### src/rtl/grant_lock_fsm_pkg.sv
// grant_pkg: shared types and helpers for the grant lock stage.
//   lock_state_t  - FSM state encoding (IDLE, OWN, GAP)
//   grant_code_t  - 2-bit encoded grant from the priority encoder
//   GC_NONE       - encoder code meaning "no requester"
//   code2onehot() - maps 01/10/11 to 001/010/100, 00 to 000
package grant_pkg;

    typedef enum logic [1:0] {IDLE = 2'd0, OWN = 2'd1, GAP = 2'd2} lock_state_t;

    typedef logic [1:0] grant_code_t;

    localparam grant_code_t GC_NONE = 2'b00;

    function automatic logic [2:0] code2onehot(input grant_code_t code);
        logic [2:0] oh;
        oh = 3'b000;
        case (code)
            2'b01:   oh = 3'b001;
            2'b10:   oh = 3'b010;
            2'b11:   oh = 3'b100;
            default: oh = 3'b000;
        endcase
        return oh;
    endfunction

endpackage

### src/rtl/grant_lock_fsm_if.sv
// grant_lock_fsm_if: signal bundle between the encoder side and the lock stage.
//   grant_code    - encoded grant from the priority encoder (master -> slave)
//   request       - raw 3-bit request vector (master -> slave)
//   gnt_onehot    - registered one-hot grant (slave -> master)
//   owner         - registered owner code, 00 when none (slave -> master)
//   busy          - high while a grant is held or dead cycles run (slave -> master)
//   timeout_pulse - one-cycle pulse on revocation by timeout (slave -> master)
//   grants_total  - saturating grant count (slave -> master)
//   state_dbg     - current FSM state for observation (slave -> master)
// Handshake: there is no ready. A nonzero grant_code is a valid request for
// ownership and is only accepted while the block is idle (busy low); the
// acceptance is visible as gnt_onehot/owner one cycle later. Ownership is
// given up when the owner's request bit drops or the hold limit is reached.
interface grant_lock_fsm_if;
    import grant_pkg::*;

    grant_code_t grant_code;
    logic [2:0]  request;
    logic [2:0]  gnt_onehot;
    grant_code_t owner;
    logic        busy;
    logic        timeout_pulse;
    logic [7:0]  grants_total;
    lock_state_t state_dbg;

    modport master (
        output grant_code, request,
        input  gnt_onehot, owner, busy, timeout_pulse, grants_total, state_dbg
    );

    modport slave (
        input  grant_code, request,
        output gnt_onehot, owner, busy, timeout_pulse, grants_total, state_dbg
    );

endinterface

### src/rtl/grant_lock_fsm_sat_counter.sv
// sat_counter: up-counter that stops at all-ones.
//   clk, rst - clock and asynchronous active-high reset
//   inc      - increment enable, ignored once saturated
//   count    - current value
//   sat      - high when count is all ones
module sat_counter #(
    parameter int W = 8
) (
    input  logic         clk,
    input  logic         rst,
    input  logic         inc,
    output logic [W-1:0] count,
    output logic         sat
);

    assign sat = &count;

    always_ff @(posedge clk or posedge rst) begin
        if (rst) begin
            count <= '0;
        end else if (inc && !sat) begin
            count <= count + W'(1);
        end
    end

endmodule

### src/rtl/grant_lock_fsm.sv
// grant_lock_fsm: registers the encoder's grant code, locks ownership to one
// requester and holds a one-hot grant until the owner drops its request or
// MAX_HOLD cycles elapse, then idles for GAP_CYCLES before re-arbitrating.
//   clk, rst - clock and asynchronous active-high reset
//   bus      - slave side of grant_lock_fsm_if (grant_code/request in,
//              gnt_onehot/owner/busy/timeout_pulse/grants_total/state_dbg out)
module grant_lock_fsm
    import grant_pkg::*;
#(
    parameter int MAX_HOLD   = 8,
    parameter int GAP_CYCLES = 1
) (
    input  logic             clk,
    input  logic             rst,
    grant_lock_fsm_if.slave  bus
);

    localparam int CNT_W = $clog2(MAX_HOLD + 1);
    localparam int GAP_W = $clog2(GAP_CYCLES + 1);

    localparam logic [1:0] S_IDLE = 2'd0;
    localparam logic [1:0] S_OWN  = 2'd1;
    localparam logic [1:0] S_GAP  = 2'd2;

    logic [1:0]       state;
    logic [CNT_W-1:0] hold_cnt;
    logic [GAP_W-1:0] gap_cnt;
    logic [2:0]       gnt_q;
    grant_code_t      owner_q;
    logic             timeout_q;
    logic             accept;
    logic             owner_req;
    logic             total_sat;

    assign accept = (state == S_IDLE) && (bus.grant_code != GC_NONE);

    // gnt_q is the owner's one-hot, so masking request with it picks out
    // exactly the owner's request bit.
    assign owner_req = |(bus.request & gnt_q);

    always_ff @(posedge clk or posedge rst) begin
        if (rst) begin
            state     <= S_IDLE;
            hold_cnt  <= '0;
            gap_cnt   <= '0;
            gnt_q     <= 3'b000;
            owner_q   <= GC_NONE;
            timeout_q <= 1'b0;
        end else begin
            timeout_q <= 1'b0;
            case (state)
                S_IDLE: begin
                    if (accept) begin
                        state    <= S_OWN;
                        owner_q  <= bus.grant_code;
                        gnt_q    <= code2onehot(bus.grant_code);
                        hold_cnt <= '0;
                    end
                end
                S_OWN: begin
                    // Release takes precedence over timeout.
                    if (!owner_req) begin
                        state   <= S_GAP;
                        gnt_q   <= 3'b000;
                        owner_q <= GC_NONE;
                        gap_cnt <= '0;
                    end else if (hold_cnt == CNT_W'(MAX_HOLD - 1)) begin
                        state     <= S_GAP;
                        gnt_q     <= 3'b000;
                        owner_q   <= GC_NONE;
                        gap_cnt   <= '0;
                        timeout_q <= 1'b1;
                    end else begin
                        hold_cnt <= hold_cnt + CNT_W'(1);
                    end
                end
                S_GAP: begin
                    if (gap_cnt == GAP_W'(GAP_CYCLES - 1)) begin
                        state <= S_IDLE;
                    end else begin
                        gap_cnt <= gap_cnt + GAP_W'(1);
                    end
                end
                default: begin
                    state   <= S_IDLE;
                    gnt_q   <= 3'b000;
                    owner_q <= GC_NONE;
                end
            endcase
        end
    end

    sat_counter #(.W(8)) u_grants_total (
        .clk   (clk),
        .rst   (rst),
        .inc   (accept),
        .count (bus.grants_total),
        .sat   (total_sat)
    );

    assign bus.gnt_onehot    = gnt_q;
    assign bus.owner         = owner_q;
    assign bus.busy          = (state != S_IDLE);
    assign bus.timeout_pulse = timeout_q;
    assign bus.state_dbg     = lock_state_t'(state);

endmodule

### src/flat_wrapper.sv
// flat-port wrapper written by rule: the top's interface ports become plain ports
module grant_lock_fsm_flat import grant_pkg::*;
#(
    parameter int MAX_HOLD   = 8,
    parameter int GAP_CYCLES = 1
)
  (clk, rst, bus_grant_code, bus_request, bus_gnt_onehot, bus_owner, bus_busy, bus_timeout_pulse, bus_grants_total, bus_state_dbg);
  grant_lock_fsm_if bus_i ();
  input  logic clk;
  input  logic rst;
  input wire logic [$bits(bus_i.grant_code)-1:0] bus_grant_code;
  input wire logic [$bits(bus_i.request)-1:0] bus_request;
  output wire logic [$bits(bus_i.gnt_onehot)-1:0] bus_gnt_onehot;
  output wire logic [$bits(bus_i.owner)-1:0] bus_owner;
  output wire logic [$bits(bus_i.busy)-1:0] bus_busy;
  output wire logic [$bits(bus_i.timeout_pulse)-1:0] bus_timeout_pulse;
  output wire logic [$bits(bus_i.grants_total)-1:0] bus_grants_total;
  output wire logic [$bits(bus_i.state_dbg)-1:0] bus_state_dbg;
  assign bus_i.grant_code = bus_grant_code;
  assign bus_i.request = bus_request;
  assign bus_gnt_onehot = bus_i.gnt_onehot;
  assign bus_owner = bus_i.owner;
  assign bus_busy = bus_i.busy;
  assign bus_timeout_pulse = bus_i.timeout_pulse;
  assign bus_grants_total = bus_i.grants_total;
  assign bus_state_dbg = bus_i.state_dbg;
  grant_lock_fsm #(.MAX_HOLD(MAX_HOLD), .GAP_CYCLES(GAP_CYCLES)) u_core (.clk(clk), .rst(rst), .bus(bus_i));
endmodule
### config.mk
export PLATFORM = sky130hd
export DESIGN_NAME = grant_lock_fsm_flat
export DESIGN_NICKNAME = d
export VERILOG_FILES = /design/src/rtl/grant_lock_fsm_pkg.sv /design/src/rtl/grant_lock_fsm_if.sv /design/src/rtl/grant_lock_fsm_sat_counter.sv /design/src/rtl/grant_lock_fsm.sv /design/src/flat_wrapper.sv
export SDC_FILE = /design/constraint.sdc
export NUM_CORES = 1
export LEC_CHECK = 0
export CAP_MARGIN = 15
export CORE_MARGIN = 3
export CORE_UTILIZATION = 45
export CTS_BUF_LIST = sky130_fd_sc_hd__clkbuf_2
export CTS_CLUSTER_SIZE = 28
export DETAILED_ROUTE_END_ITERATION = 8
export PLACE_DENSITY_LB_ADDON = 0.1
export SYNTH_ARGS = -nofsm -noshare
export SYNTH_HDL_FRONTEND = slang
export SYNTH_SLANG_ARGS = --single-unit
export TNS_END_PERCENT = 30
### constraint.sdc
create_clock -name clk -period 1.7 [get_ports clk]
set_input_delay 0.425 -clock clk [delete_from_list [all_inputs] [get_ports clk]]
set_output_delay 0.425 -clock clk [all_outputs]
set_load 0.005 [all_outputs]
Figure 1. Signal wires on met1 (run 1).
The bar under the picture is 20 um long.
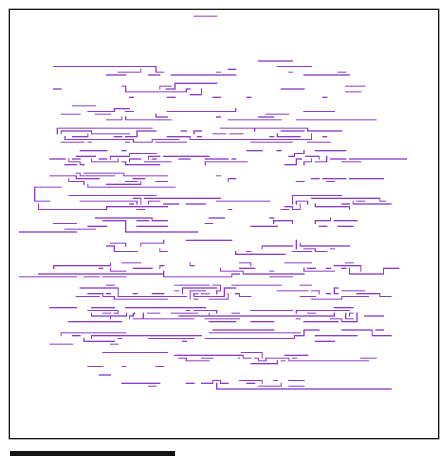
share of all routed wire: 39%
longest straight run: 21.2 um
main direction: horizontal
nets with wire on the layer: 138
wire length on this layer: 1050 um

Figure 2. Local utilization (run 1).
The die is cut into 10 by 10 equal tiles; white is low, dark blue is high, 0 to 100% covered.
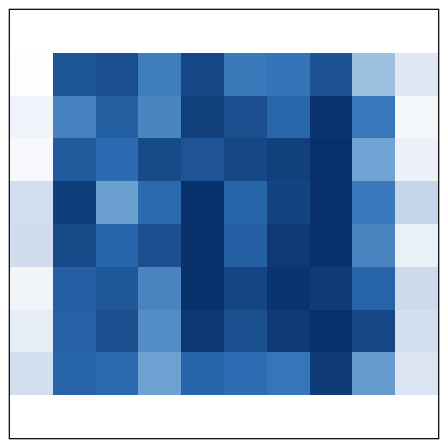
mean over tiles: 55%
fullest tile: 100%
tiles over 75% full: 48%
densest ninth of the die: centre

Figure 3. The metal 2 layer (run 1).
The bar under the picture is 20 um long.
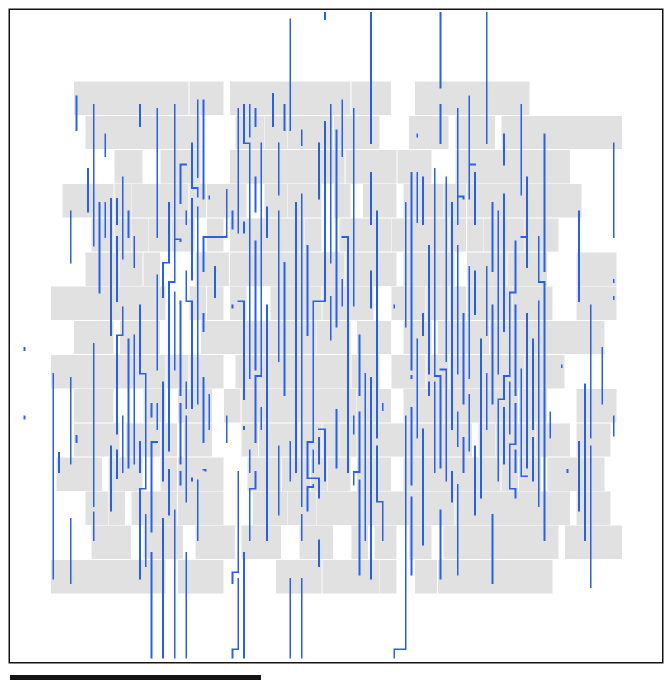
longest straight run: 24.8 um
nets with wire on the layer: 135
via count: 924
detailed-route wire length: 2700 um
grt met2 use: 35.1%

Figure 4. The metal 3 layer (run 1).
The bar under the picture is 20 um long.
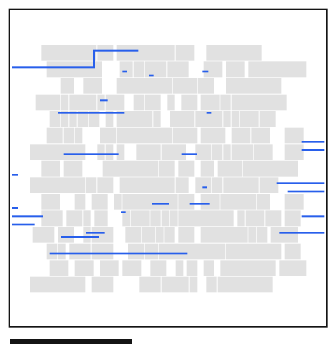
longest straight run: 22.3 um
share of all routed wire: 4.6%
wire length on this layer: 124 um
met3 Use GR: 4.30%

[run 1: final cells by class]
type                    count  area [um^2]  area share, %
well taps                  25         31.3           2.07
clock inverters             1         30.0           1.99
flip-flops and latches     20          503           33.4
multi-input cells          71          492           32.6
inverters                   5         18.8           1.24
clock buffers               3         15.0          0.996
repair buffers             47          418           27.7
[run 1: kinds of logic (layout without fill, tap and decap cells)]
family          Yosys count  count (layout)  synth area share [%]
simple gates             43              43                  21.6
flops                    20              20                  52.8
compound gates           18              18                  13.3
xor+xnor                  7               7                  6.46
buf+inv                   5              56                  1.98
fa+ha+maj                 2               2                  2.64
mux                       1               1                  1.19
[run 1: power groups by stage]
stage	logic, uW	registers (uW)	clock network, uW
floorplan	434	838	0
global placement	985	827	0
detailed placement	1010	838	0
CTS	1180	819	361
global route	1420	859	382
finish	1300	829	361
[run 1: final timing paths]
path	endpoint	slack, ns	cells after the start
max	bus_state_dbg[1]	0.03	3
min	u_core.u_grants_total.count[7]$_DFFE_PP0P_	0.39	3
max reg2reg	u_core.hold_cnt[2]$_DFFE_PP0P_	0.04	6
min reg2reg	u_core.hold_cnt[3]$_DFFE_PP0P_	0.49	1
max in group asynchronous	u_core.bus.state_dbg[1]$_DFFE_PP0P_	1.09	3
min in group clk	u_core.hold_cnt[3]$_DFFE_PP0P_	0.49	1
[run 1: cells in the mapped netlist (2+ instances only)]
cell type / instances / area, um^2
sky130_fd_sc_hd__a21o_1: 2 / 15.0
sky130_fd_sc_hd__a21oi_1: 2 / 10.0
sky130_fd_sc_hd__a2bb2oi_1: 2 / 17.5
sky130_fd_sc_hd__dfrtp_1: 20 / 500
sky130_fd_sc_hd__ha_1: 2 / 25.0
sky130_fd_sc_hd__inv_1: 4 / 15.0
sky130_fd_sc_hd__nand2_1: 12 / 45.0
sky130_fd_sc_hd__nand3_1: 5 / 25.0
sky130_fd_sc_hd__nor2_1: 12 / 45.0
sky130_fd_sc_hd__nor2b_1: 4 / 25.0
sky130_fd_sc_hd__nor3_1: 4 / 20.0
sky130_fd_sc_hd__o21ai_0: 5 / 25.0
sky130_fd_sc_hd__o21ai_1: 2 / 10.0
sky130_fd_sc_hd__xor2_1: 6 / 52.6
[run 1: state kept, by name (all words and copies together) (netlist names)]
signal / count
u_core.bus.gnt_onehot: 3
u_core.bus.state_dbg: 2
u_core.bus.timeout_pulse: 1
u_core.u_grants_total.count: 8
u_core.bus.owner: 2
u_core.hold_cnt: 4
[run 1: worst max-delay path, cell delays in order (launching register included)]
cell and delay (ns):
sky130_fd_sc_hd__dfrtp_2 0.48, sky130_fd_sc_hd__buf_6 0.13, sky130_fd_sc_hd__buf_6 0.11, sky130_fd_sc_hd__clkdlybuf4s15_1 0.19
[run 1: metrics by stage]
stage	setup TNS [ns]	area (um^2)	total power, uW	cells	util, %
2_1_floorplan	0	948	1270	96	-
3_3_place_gp	-1.60	1290	1810	155	69.6
3_5_place_dp	-1.83	1290	1850	155	69.6
4_1_cts	-0.288	1440	2360	169	77.4
5_1_grt	-0.0894	1510	2660	172	81.1
6_report	0	1510	2490	172	81.1
[run 1: metal layers]
metal	wire length, um	up-vias
li1	-	437
met1	1050	445
met2	1430	32
met3	124	10
met4	94	0
met5	0	-
==> results.txt, run 1 <==
This note records the results obtained with Yosys and OpenROAD.

Yosys
The register share after synthesis is 52.8%. The synthesized netlist contains 28 unique library cells. The synthesis warning total is 0.

The synthesized design contains 0 enable-type register cells. After synthesis the netlist holds a flip-flop and latch count of 20. The number of nets at floorplan is 105. The count of mapped cells out of synthesis is 96. The fraction of synthesis flops using an asynchronous set or reset pin is 100%. Before any placement, the netlist area is recorded as 948 um^2.

For this run, the leading register cell type out of synthesis is sky130_fd_sc_hd__dfrtp_1. The yosys stat cell total is 96.

Pwr
The power density over the cells is 1650 nW/um^2. The cell-internal power is 1540 uW. In this run, the clock network consumes 14.5% of the power. In this run, the combinational gates consume 52.2% of the power.

In this run, flip-flops and latches consume 33.3% of the power. The power spent charging and discharging nets is 949 uW.

Global routing
The pin count of the biggest net entering global routing is 21. The via count of the first global-routing pass is 898. Looking at the global route congestion table, the highest-usage layer is met2. The global-route wire length before repair is 4080 um. The number of antenna violations at the first check in global routing is 0. The leftover overflow at the end of global routing is 0.

Setup path
The data required time of the worst path is 1.27 ns. The launch point of the worst reg-to-reg path is u_core.bus.state_dbg[0]$_DFFE_PP0P_. The sort of element at the end of the critical path is a primary output. The launch point of the worst path is u_core.bus.state_dbg[1]$_DFFE_PP0P_.

The element type at the critical path start is a flip-flop.

STA
The worst relative slew slack is 80.2%. After layout, the setup clock skew is reported as 0.00707 ns. The period utilization is 98.0%. Once routing completed, OpenROAD measured the worst setup slack at 0.0337 ns. The max-slew violation count is 0. The transition at the pin with the smallest max-transition slack is 0.296 ns. Setup repair after global routing could not meet its margin everywhere. The smallest clock period supported by the final layout is computed as 1.67 ns. Per the final timing report, the hold violations number 0.

Cells and area
The layout summary lists the proportion of cells stronger than drive strength 1 as 29.9%. The finished design was reported to have a net count of 157. The most instantiated logic cell after routing is sky130_fd_sc_hd__buf_4.

Clock tree
The number of buffers inserted during clock tree synthesis is 3. Gates resized during post-CTS repair numbered 23. The CTS H-tree depth is 1. After clock tree synthesis, the flow added hold-fix buffers numbering 0. Counting along the longest clock path gives a buffer depth of 2. For this design, the sink count on the clock tree is 20.

The clock latency at the later pin of the worst-skew pair is 0.33 ns. TritonCTS built the clock tree. The cell sitting at the root of the clock tree is a sky130_fd_sc_hd__clkbuf_2.

Drt
In this run, the number of DRC markers left after iteration 0 of detailed routing was 23. The total iterations of the first detailed-routing run is 4. The detailed-route vias per instance is 5.37. Per the post-route antenna check, the number of violating nets is 0. The average detailed-routed wire length per instance is 15.7 um. The number of DRC violations after detailed routing is 0.

Outcome
The flow ran to the end, and the final reports show no timing, DRC or antenna violations.

Hold path
Note that the worst hold path type here is input pin to async pin.

Die
According to the I/O placement log, the pin count is 24. The die height is 51.9 um. After floorplanning, the die was sized to cover 2690 um^2.

Placement
The buffer_ports step reported a buffer count of 23. Logged for this run, the post-placement worst setup slack is -0.195 ns. The half-perimeter wire length after detailed placement is 1530 um.

Run
The number of maximum-capacitance violations recorded for the run is 0. The count of tool warnings is 28.
==> run 2: changes to the inputs <==
--- a/config.mk
+++ b/config.mk
@@ -11,6 +11,7 @@
 export CTS_BUF_LIST = sky130_fd_sc_hd__clkbuf_2
 export CTS_CLUSTER_SIZE = 28
 export DETAILED_ROUTE_END_ITERATION = 8
+export GPL_ROUTABILITY_DRIVEN = 0
 export PLACE_DENSITY_LB_ADDON = 0.1
 export SYNTH_ARGS = -nofsm -noshare
 export SYNTH_HDL_FRONTEND = slang
Figure 5. Track usage over the die (run 2).
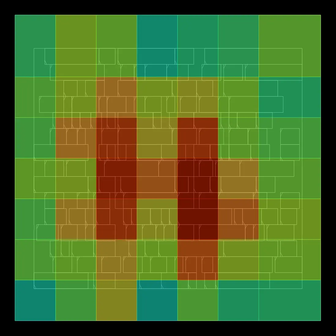
met1 routing resource usage after global routing: 25.1%
busiest layer in global routing: met2
routed length per placed instance: 15.7 um
final design utilization: 81.1%
GRT Resource Usage Total: 21.2%

==> results.txt, run 2 <==
This note records the results obtained with Yosys and OpenROAD.

Run
The stage logs contain a warning count of 28. Max-cap violations in this run came to 0.

Yosys
The synthesized netlist handed to floorplanning was reported with a cell count of 96. The number of nets at floorplan is 105. The fraction of synthesis flops using an asynchronous set or reset pin is 100%. Of all cell types, the one taking the most synthesized area is sky130_fd_sc_hd__dfrtp_1. The leading cell type by number of instances after synthesis is sky130_fd_sc_hd__dfrtp_1. The flip-flop and latch count after synthesis is 20. The share of the synthesized area in the top cell type is 52.8%. The synthesis warning total is 0. The commonest cells after synthesis are sky130_fd_sc_hd__dfrtp_1, sky130_fd_sc_hd__nand2_1, sky130_fd_sc_hd__nor2_1, sky130_fd_sc_hd__xor2_1.

The synth_stat.txt file lists the number of cells as 96. In this run, synthesis inferred 0 flip-flops with an integrated enable. The netlist area before placement is 948 um^2.

The synthesis report names the predominant flop master as sky130_fd_sc_hd__dfrtp_1. Yosys attributes the largest share of cell area to sky130_fd_sc_hd__dfrtp_1, sky130_fd_sc_hd__xor2_1, sky130_fd_sc_hd__nand2_1, sky130_fd_sc_hd__nor2_1, sky130_fd_sc_hd__ha_1. The register share after synthesis is 52.8%. The unique cell type count in the Yosys netlist is 28. Averaged over all synthesized cells, the footprint is 9.88 um^2.

STA
The worst path uses 98.0% of the clock period. Setup repair after global routing could not meet its margin everywhere. The minimum clock period after layout is 1.67 ns. The pin closest to its max-slew limit shows a slew of 0.296 ns. The worst relative slew slack is 80.2%. The largest clock skew in the final design is 0.00707 ns. Adding up every negative setup slack in the final design gives 0 ns. The worst setup margin is 0.0337 ns. The final timing report lists a max-slew violation count of 0. Hold-check failures listed in the final report amount to 0.

Clock tree
CTS placed an instance of sky130_fd_sc_hd__clkbuf_2 at the clock tree root. TritonCTS built the clock tree. The number of buffers inserted during clock tree synthesis is 3. The total number of clock tree sinks is 20. The clock reaches the later pin of the worst-skew pair after 0.33 ns. The CTS H-tree depth is 1. The maximum buffer depth of the clock tree is 2.

Cells and area
The flip-flop count of the largest register, all copies and words added is 8. Relative to the synthesized area, the layout overhead comes to 59.0%. The most instantiated logic cell after routing is sky130_fd_sc_hd__buf_4. The diode insertion count for antenna repair is 0. According to the finish report, the design has a final net count of 157.

The fraction of final layout cells with drive strength greater than 1 is 29.9%. Counting flops per register, the top entry is u_core.u_grants_total.count.

Setup path
The sort of element at the end of the critical path is a primary output. STA classifies the critical path startpoint as a flip-flop. The kind of critical path is flip-flop to primary output.

STA puts the critical path data required time at 1.27 ns. The arrival time of data at the worst endpoint is listed as 1.24 ns. The critical path maximum fanout is 3.

Drt
The highest layer used for signal routing is met4. The detailed router placed 924 vias in this run. The detailed router finished its first iteration with 23 violations. The post-route report lists met1 wire length as 1050 um.

Per the detail_route log, met3 wirelength is 124 um. The total iterations of the first detailed-routing run is 4. The residual antenna-violating net count after detailed routing is 0. The detailed-route vias per instance is 5.37. After detailed routing, the number of remaining DRC violations is 0. The routed design uses 1430 um of met2 wire.

The total routed wirelength is 2700 um.

Global routing
The leftover overflow at the end of global routing is 0. The first global-routing pass estimated 4080 um of wire. The number of antenna violations at the first check in global routing is 0. Entering global routing, the biggest net connects 21 pins. The via count of the first global-routing pass is 898.

Placement
Prior to clock tree synthesis, the placed netlist has a worst setup slack of -0.195 ns. The half-perimeter wire length after detailed placement is 1530 um. The count of buffers added on input and output ports is 23.

Outcome
The flow ran to the end, and the final reports show no timing, DRC or antenna violations.

Hold path
The worst min-delay path category is input pin to async pin.

Pwr
Dividing total power by cell area gives a power density of 1650 nW/um^2.

Die
The I/O pin count is 24. The chip occupies 2690 um^2. The die height is 51.9 um.
Figure 6. The metal 2 layer (run 2).
The bar under the picture is 20 um long.
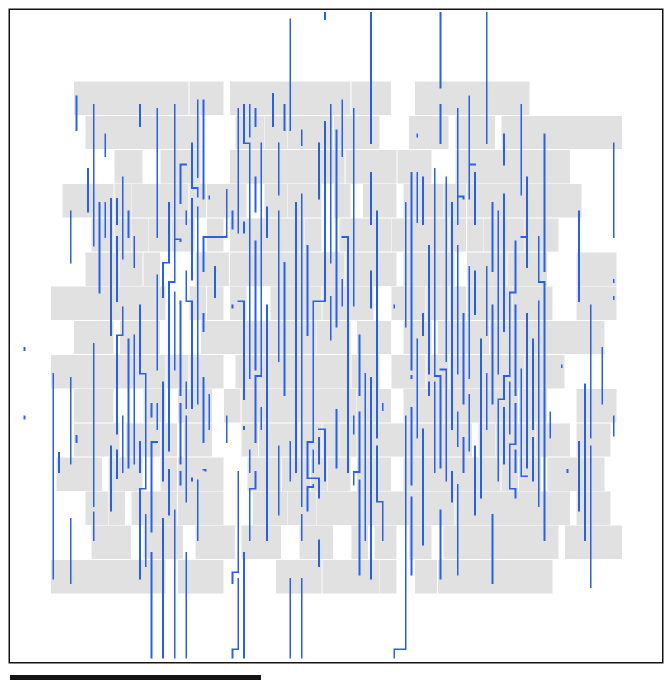

run 2: routing by layer:
layer / vias to the layer above / track usage, %
li1: 437 / -
met1: 445 / 25.1
met2: 32 / 35.1
met3: 10 / 4.30
met4: 0 / 12.2
met5: - / 0
run 2: layout make-up:
cell class                      count  area [um^2]
Sequential cell                    20          503
Multi-Input combinational cell     71          492
Timing Repair Buffer               47          418
Fill cell                         120          350
Tap cell                           25         31.3
Clock inverter                      1         30.0
Inverter                            5         18.8
Clock buffer                        3         15.0
run 2: metrics by stage:
step	instance area [um^2]	std cells	total power [uW]
floorplan	948	96	1270
global placement	1290	155	1810
detailed placement	1290	155	1850
CTS	1440	169	2360
global route	1510	172	2660
finish	1510	172	2490
run 2: critical path, stage by stage (launching register included):
cell and delay, ns:
sky130_fd_sc_hd__dfrtp_2 0.48, sky130_fd_sc_hd__buf_6 0.13, sky130_fd_sc_hd__buf_6 0.11, sky130_fd_sc_hd__clkdlybuf4s15_1 0.19
run 2: kinds of logic (layout without fill, tap and decap cells):
family	after synthesis	after routing	share of synthesized area, %
AND/OR/NAND/NOR	43	43	21.6
flip-flops	20	20	52.8
AND-OR/OR-AND	18	18	13.3
XOR/XNOR	7	7	6.46
buffers and inverters	5	56	1.98
adder cells (fa/ha/maj)	2	2	2.64
multiplexers	1	1	1.19
run 2: final timing paths:
path                                                startpoint                                         end  slack [ns]  depth (start not counted)
min in group clk                u_core.hold_cnt[3]$_DFFE_PP0P_              u_core.hold_cnt[3]$_DFFE_PP0P_        0.49                          1
setup / recovery           u_core.bus.state_dbg[1]$_DFFE_PP0P_                            bus_state_dbg[1]        0.03                          3
max in group asynchronous                                  rst         u_core.bus.state_dbg[1]$_DFFE_PP0P_        1.09                          3
hold / removal                                             rst  u_core.u_grants_total.count[7]$_DFFE_PP0P_        0.39                          3
hold reg to reg                 u_core.hold_cnt[3]$_DFFE_PP0P_              u_core.hold_cnt[3]$_DFFE_PP0P_        0.49                          1
setup reg to reg           u_core.bus.state_dbg[0]$_DFFE_PP0P_              u_core.hold_cnt[2]$_DFFE_PP0P_        0.04                          6
run 2: power by group:
group / switching (uW) / total, uW / leakage, uW / internal, uW
logic: 606 / 1300 / 0.000519 / 695
clock network: 158 / 361 / 0.0000266 / 203
registers: 186 / 829 / 0.000257 / 643
run 2: repair_timing:
item                                    CTS  global route
pin swaps                                 2             4
setup buffers                            10             5
endpoints found under the setup margin   14            14
hold buffers                              0             0
resized                                  23            14
Figure 7. Signal wires on met1 (run 2).
The bar under the picture is 20 um long.
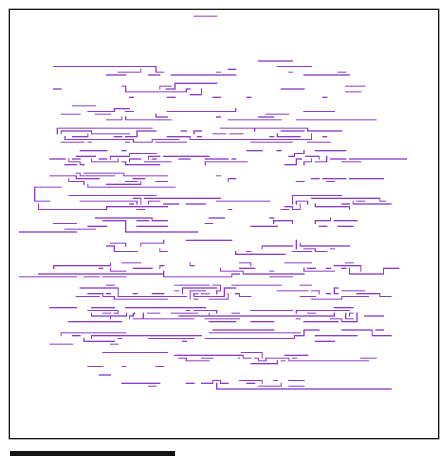

==> run 3: changes to the inputs <==
--- a/config.mk
+++ b/config.mk
@@ -6,12 +6,12 @@
 export NUM_CORES = 1
 export LEC_CHECK = 0
 export CAP_MARGIN = 15
-export CORE_MARGIN = 3
+export CORE_MARGIN = 5
 export CORE_UTILIZATION = 45
 export CTS_BUF_LIST = sky130_fd_sc_hd__clkbuf_2
 export CTS_CLUSTER_SIZE = 28
 export DETAILED_ROUTE_END_ITERATION = 8
-export GPL_ROUTABILITY_DRIVEN = 0
+export GPL_ROUTABILITY_DRIVEN = 1
 export PLACE_DENSITY_LB_ADDON = 0.1
 export SYNTH_ARGS = -nofsm -noshare
 export SYNTH_HDL_FRONTEND = slang
Figure 8. Signal wires on met1 (run 3).
The bar under the picture is 20 um long.
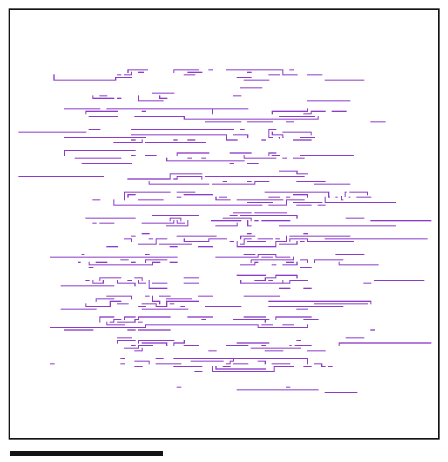
wire length on this layer: 1050 um
main direction: horizontal

Figure 9. The metal 2 layer (run 3).
The bar under the picture is 20 um long.
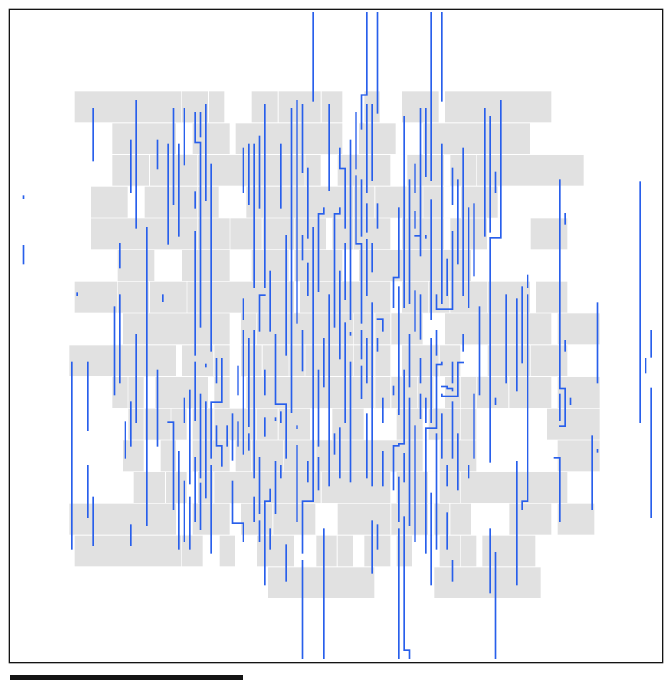
detailed-route wire length: 2640 um
grt met2 use: 27.9%

==> results.txt, run 3 <==
This note records the results obtained with Yosys and OpenROAD.

Clock tree
The CTS H-tree depth is 1. The tree is rooted in a sky130_fd_sc_hd__clkbuf_2. The maximum buffer depth of the clock tree is 2. The number of buffers inserted during clock tree synthesis is 3.

TritonCTS built the clock tree.

Drt
The routed design shows a via density per instance of 5.47. The via count is 924. The total iterations of the first detailed-routing run is 4.

Yosys
After synthesis, flip-flops and latches occupy 52.8% of the total area. Ranked by instance count, the synthesized netlist is headed by sky130_fd_sc_hd__dfrtp_1, sky130_fd_sc_hd__nand2_1, sky130_fd_sc_hd__nor2_1, sky130_fd_sc_hd__xor2_1. The fraction of synthesis flops using an asynchronous set or reset pin is 100%.

The synthesis report lists the most area-consuming cells as sky130_fd_sc_hd__dfrtp_1, sky130_fd_sc_hd__xor2_1, sky130_fd_sc_hd__nand2_1, sky130_fd_sc_hd__nor2_1, sky130_fd_sc_hd__ha_1. The per-instance average area after synthesis is 9.88 um^2. The cell count after synthesis came out at 96.

In the synthesized netlist the dominant register cell turns out to be sky130_fd_sc_hd__dfrtp_1. The number of flops mapped to enable cells by yosys is 0.

Pwr
The power density over the cells is 1640 nW/um^2.

Cells and area
The register with the most flip-flops in the layout has 8 of them. The final antenna diode tally reported by the flow is 0. The layout overhead on the synthesized area is 54.1%.

The post-route core utilization is 73.7%.

STA
Across all checked pins, the minimum headroom to the slew limit is 75.5%. In the post-route analysis, the smallest setup slack over all paths is -0.0398 ns. The setup TNS is -0.0398 ns. The final count of negative-setup-slack endpoints is 1. The count of endpoints failing hold in the final timing report is 0. Setup repair after global routing could not meet its margin everywhere.

Global routing
Total global-route track usage over all layers is 16.4%. The global-route wire length before repair is 4000 um. The number of antenna violations at the first check in global routing came to 0. For this run the aggregate overflow at the end of global routing stands at 0. The pin count of the biggest net entering global routing is 21.

Setup path
The element type at the critical path start is a flip-flop. The worst setup path is captured at a primary output. The kind of critical path is flip-flop to primary output. The launch point of the worst path is u_core.bus.state_dbg[0]$_DFFE_PP0P_. The data arrival time at the worst-slack endpoint is 1.31 ns. The count of cells along the worst register-to-register path is 4.

Outcome
The checks that failed: negative setup slack. The run finished, with violations left.

Hold path
The min-delay analysis places its worst path in the category input pin to async pin.

Run
The count of tool warnings is 28.

Die
The I/O pin count is 24.

Placement
Per the placement log, port buffering inserted 23 buffers.
==> run 3: cell counts after synthesis <==
No cell type changed its count.
==> run 3: path summary, 6_finish.rpt <==
| path | end | slack (ns) |
|---|---|---|
| min in group clk | u_core.hold_cnt[3]$_DFFE_PP0P_ | 0.51 |
| worst max register to register | u_core.u_grants_total.count[1]$_DFFE_PP0P_ | 0.06 |
| worst min-delay path | u_core.u_grants_total.count[1]$_DFFE_PP0P_ | 0.36 |
| worst min register to register | u_core.hold_cnt[3]$_DFFE_PP0P_ | 0.51 |
| worst max-delay path | bus_state_dbg[0] | -0.04 |
| max in group asynchronous | u_core.bus.owner[0]$_DFFE_PP0P_ | 1.11 |
==> run 3: area by class of cell <==
| cell class | count | area, um^2 | share of cell area [%] |
|---|---|---|---|
| well taps | 27 | 33.8 | 2.31 |
| repair buffers | 42 | 385 | 26.4 |
| clock buffers | 3 | 15.0 | 1.03 |
| inverters | 5 | 18.8 | 1.28 |
| multi-input cells | 71 | 477 | 32.6 |
| clock inverters | 1 | 30.0 | 2.05 |
| flip-flops and latches | 20 | 502 | 34.3 |
==> run 3: where the power goes <==
part / internal (uW) / total [uW] / leakage [uW] / switching, uW
Clock: 203 / 371 / 0.0000266 / 168
Sequential: 642 / 833 / 0.000259 / 191
Combinational: 661 / 1190 / 0.000504 / 532
Total: 1510 / 2400 / 0.000789 / 891
==> run 3: cells by family (layout without fill, tap and decap cells) <==
logic type	count (synthesis)	in the layout	share of synthesized area, %
mux	1	1	1.19
flops	20	20	52.8
buf+inv	5	51	1.98
fa+ha+maj	2	2	2.64
xor+xnor	7	7	6.46
simple gates	43	43	21.6
compound gates	18	18	13.3
==> run 3: layer usage <==
metal  routed length, um  GRT usage [%]  part of all wire (%)  vias up
li1                    -              -                     -      429
met1                1050           20.6                    40      449
met2                1340           27.9                    51       34
met3                 160           3.71                   6.1       12
met4                  84           5.08                   3.2        0
met5                   0              0                     0        -
==> run 3: worst max-delay path, delay by kind of cell (launching register included) <==
family,cells,cell delay (ns)
buffers and inverters,3,0.51
DFF,1,0.46
==> run 3: through the flow <==
stage          power, uW  setup WS [ns]
2_1_floorplan       1270          0.161
3_5_place_dp        1820         -0.241
4_1_cts             2330        -0.0515
3_3_place_gp        1790         -0.163
5_1_grt             2540        -0.0729
6_report            2400        -0.0398
==> run 3: timing repair <==
action / in CTS / in global routing
gates cloned: 0 / 0
buffers inserted: 8 / 4
pin swaps: 1 / 3
gates resized: 22 / 12
hold endpoints to repair: 0 / 0
setup endpoints to repair: 12 / 14
Power and IR drop assume default switching activity.
